==> config.mk <==
export PLATFORM = sky130hd
export DESIGN_NAME = shift_reg_prog
export DESIGN_NICKNAME = d
export VERILOG_FILES = /design/src/rtl/shift_reg_prog.sv
export SDC_FILE = /design/constraint.sdc
export NUM_CORES = 1
export LEC_CHECK = 0
export CAP_MARGIN = 10
export CORE_UTILIZATION = 65
export CTS_BUF_LIST = sky130_fd_sc_hd__clkbuf_8
export CTS_CLUSTER_SIZE = 28
export DETAILED_ROUTE_END_ITERATION = 6
export PLACE_DENSITY = 0.87
export REMOVE_ABC_BUFFERS = 1
export SLEW_MARGIN = 0
export SYNTH_ARGS = -nofsm -noshare
export SYNTH_HDL_FRONTEND = slang
export SYNTH_SLANG_ARGS = --single-unit
==> constraint.sdc <==
create_clock -name clk -period 6.1 [get_ports clk]
set_input_delay 1.525 -clock clk [delete_from_list [all_inputs] [get_ports clk]]
set_output_delay 1.525 -clock clk [all_outputs]
set_load 0.03 [all_outputs]
Fig. 1: run 1, cells by drive strength
The bar under the picture is 50 um long.
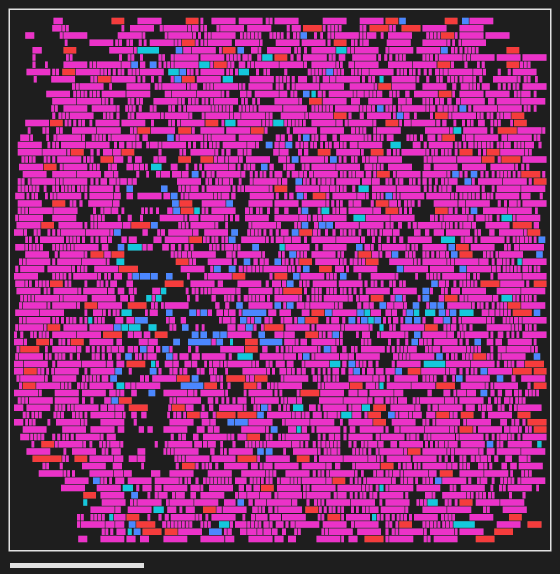
Cyan marks x2, cells 61. Red marks x6 and larger, cells 159. Blue marks x3 and x4, cells 153. Magenta marks x1 and smaller, cells 2,877.
layout overhead on the synthesized area: 14.1%
buffer count excluding the clock tree in the final layout: 200
Design Area, Final: 0.0295 mm^2
Setup WS post-layout: 0.0827 ns

Fig. 2: run 1, M4 wires
The bar under the picture is 50 um long.
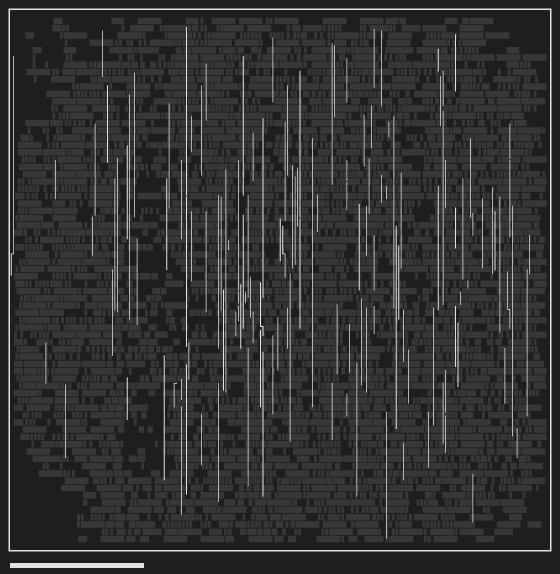
The layer carries 4,110 um of wire. The wires run mostly vertical.
Final Routed Wirelength: 76,400 um
vias post-DR: 23,200

Fig. 3: run 1, routed metal, one colour a layer
Only two layers are drawn.
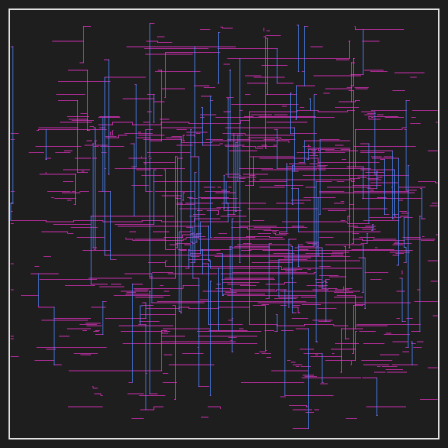
Magenta marks M3, wire length 7,120 um. Blue marks M4, wire length 4,110 um.
overall track demand over capacity in global routing: 38.7%
average routed wire per standard cell: 20.3 um

Fig. 4: run 1, signal wires on met2
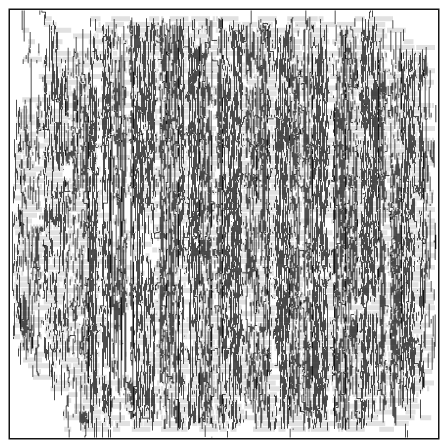
The wires run mostly vertical. 2,545 nets have wire on it. The layer holds 47% of the routed length. The layer carries 36.0 mm of wire. The longest straight run is 64.9 um.
GR met2 Demand/Resource: 61.1%

==> Changelog: implementation <==
## Flow update

- Die Y: 201 um
- Count of mapped cells out of synthesis: just over 3,000
- Estimated wirelength of the detail-placed design: ~52,000 um
- Count of flip-flops with a built-in enable after synthesis: 0
- Slew HR: 41.0%
- Arrival time of data at the critical path endpoint: ~4.5 ns
- Logic pwr share: 11.7%
- Initial core utilization: 66.3%
- Worst setup SP type: input port
- Max incr delay on CP: between 0.4 and 0.5 ns
- Number of hold violations in the final report: 0
- Inserted Clock Buffers: 89
- Tool Warnings: 38
- H-tree depth: 3
- Library cell with the largest summed area after synthesis: dfrtp_1
- Maximum fanout along the worst path: 24
- Most used standard cells in the synthesized netlist: nand2_1 (1,586), dfrtp_1 (550), clkbuf_1 (131), nor2_1 (99), o21ai_0 (93)
- Total core area: slightly below 0.04 mm^2
- Most common cell in the synthesized netlist: nand2_1
- Clock-pin slew of the registers on the worst-case setup and hold paths: approximately 0.070 ns
- Max FFs per register: around 500
- Post-route DRC violation count: 0
- Max VDD drop: 0.000212 V
- Fillcell total: approximately 2,700
- Vias per inst: a little over 6
- Drt first-iter violations: about 3,000
- Setup slack after placement: -0.00300 ns
- Main flop type: dfrtp_1
- Diode insertion count for antenna repair: 0
- Cell depth of the worst flop-to-flop path: 5
- Antenna violation net count after detailed routing: 0
- Share of post-route cells with drive strength above 1: a little under an eighth
- Most area-consuming cells after synthesis: dfrtp_1 (53%), nand2_1 (23%), mux2i_1 (2.1%)
- Ratio of final minimum period to clock period: 98.6%
- DIE AREA: 0.0405 mm^2
- Part of the total power dissipated in sequential elements: between 50% and 60%
- Measured slew at the worst slew-check pin: between 0.8 and 0.9 ns
- Internal power of the cells: ~6300 uW
- Proportion of synthesized flip-flops having asynchronous set or reset: 100%
- GRT overflow: 0
- Sw Share: 28.7%
- Maximum number of pins on one net before global-route repair: roughly 180
- First-pass iteration count of the detailed router: 7
- Lkg Pwr: 0.0157 uW
- Sequential cell area: 0.0138 mm^2
- Placer's final routability congestion estimate: between 0.9 and 1
- Min-Delay Path Depth: 2
- List of cells traversed by the critical path: clkdlybuf4s50_1, buf_12, nand4b_1, nor2_1, buf_4, nor2_1, a21oi_1, nor3_1, o21ai_2, o211a_1, buf_12
- Max Clk Rate: between 150 and 200 MHz
- Seq share, synth: roughly 53%
- Flip-flop and latch count after synthesis: around 550
- Area leader share: 53.3%
- Final critical delay including setup and external delays: between 6 and 7 ns
- Top-level port count: between 40 and 50
- Worst setup path category: input port to output port
- Post-CTS Repair Setup Buffers: 0
- Number of nets in the final layout: 3,217
- Netlist cell types: 82
- Std cell rows: slightly above 70
- Warnings from Yosys: 0
- Mapped Area: 0.0258 mm^2
- Max-cap viol count: 0
- Critical Path Slowest Stage Cell: nor2_1
- Post-Route Utilization: about three quarters
- Sink count of the clock tree: approximately 550
- Synthesized chip area reported by yosys: roughly 0.026 mm^2
- Antenna violations before repair: 0
- Setup clock skew after layout: approximately 0.021 ns
- Horizontal die size: just over 200 um
- # Cells Yosys: 3,088
- Unrepaired setup endpoints after global routing: no
- Power density normalized to cell area: slightly below 300 mW/mm^2
- Endpoint class of the critical path: output port
- CTS tree: built
- Status: completed
- Multi-input combinational cell area: around 0.011 mm^2
- Wire length of the first global-routing pass: 123,000 um
- Vias in the first global route: roughly 23,000
- Slack of the worst reg-to-reg path: between 4 and 5 ns
- Classification of the worst-slack hold path: flop to flop
- Final Max-Slew Violation Tally: 0
- Required time reported for the critical path endpoint: around 4.6 ns
- Number of buffers added on ports: between 40 and 50
- Final setup fails: 0
- Power dissipated by switching net loads: around 2500 uW
- Post-Syn Area per Cell: approximately 8.4 um^2
- Share of total power in the clock network: approximately 38%
- Insertion delay to the later sink of the worst-skew pair: between 0.6 and 0.7 ns
- Clock tree root driver cell: clkbuf_8
- Number of buffers between clock root and the deepest sink: 3
## run 1: power groups by stage
| stage | sequential (uW) | combinational [uW] | clock (uW) |
|---|---|---|---|
| final | 4440 | 1020 | 3320 |
| after global routing | 4480 | 1140 | 3500 |
| after CTS | 4430 | 1020 | 3340 |
| after detailed placement | 4490 | 1010 | 0 |
| after global placement | 4470 | 960 | 0 |
| after floorplan | 4350 | 630 | 0 |
## run 1: cells in the final DEF (no fill, tap or decap), types with 12 or more instances in the layout
cell type	netlist	layout
mux2i_1	55	55
o211ai_1	12	12
a22oi_1	52	52
nand3_1	23	23
a31oi_1	16	15
buf_12	0	30
clkdlybuf4s50_1	0	22
clkbuf_8	0	124
mux2_2	20	20
buf_4	9	144
nor2_1	99	99
nand2_1	1586	1586
o22ai_1	49	49
o21ai_0	93	93
a211oi_1	12	12
clkinv_2	0	12
inv_1	14	35
o221ai_1	22	22
a21oi_1	61	60
a221oi_1	21	21
dfrtp_1	550	550
## run 1: worst max-delay path: cells and delay by family
| kind | cells | cell delay (ns) |
|---|---|---|
| compound gates | 3 | 0.62 |
| simple gates | 4 | 1.36 |
| buf+inv | 4 | 0.97 |
## run 1: stage by stage
stage | cell area [um^2] | instances | total power [uW] | TNS (ns) | hold slack, ns
6_report | 29500 | 3768 | 8780 | 0 | 0.482
2_1_floorplan | 24900 | 2891 | 4980 | -6178.85 | 0.445
5_1_grt | 29500 | 3768 | 9120 | 0 | 0.500
4_1_cts | 29400 | 3768 | 8780 | 0 | 0.484
3_3_place_gp | 27600 | 3609 | 5430 | -0.0143 | 0.459
3_5_place_dp | 27600 | 3609 | 5490 | -0.00300 | 0.465
## run 1: cell families (layout without fill, tap and decap cells)
group                    Yosys count  count (layout)  share of synthesized area, %
AND/OR/NAND/NOR                 1810            1810                          28.1
adder cells (fa/ha/maj)            8               8                         0.388
AND-OR/OR-AND                    427             427                          11.2
buffers and inverters            212             374                          3.59
multiplexers                      78              78                          3.27
XOR/XNOR                           3               3                         0.102
flip-flops                       550             550                          53.3
## run 1: final cells by class
class	instances	share of cell area, %
Clock buffer	124	5.79
Clock inverter	35	0.599
Inverter	15	0.191
Sequential cell	550	46.7
Multi-Input combinational cell	2326	37.9
Tap cell	518	2.20
Timing Repair Buffer	200	6.58
## run 1: layer usage
layer / vias to the layer above / share of wire (%) / GRT usage, %
met1: 11200 / 38 / 50.6
met5: - / 0 / 0
li1: 10400 / - / -
met2: 1316 / 47 / 61.1
met3: 318 / 9.3 / 8.41
met4: 0 / 5.4 / 19.8
## run 1: repair_timing
item / CTS / global route
endpoints found under the setup margin: 1 / 7
gates resized: 1 / 4
hold buffers: 0 / 0
No activity file was given, so power comes from the tool's default toggle rates.
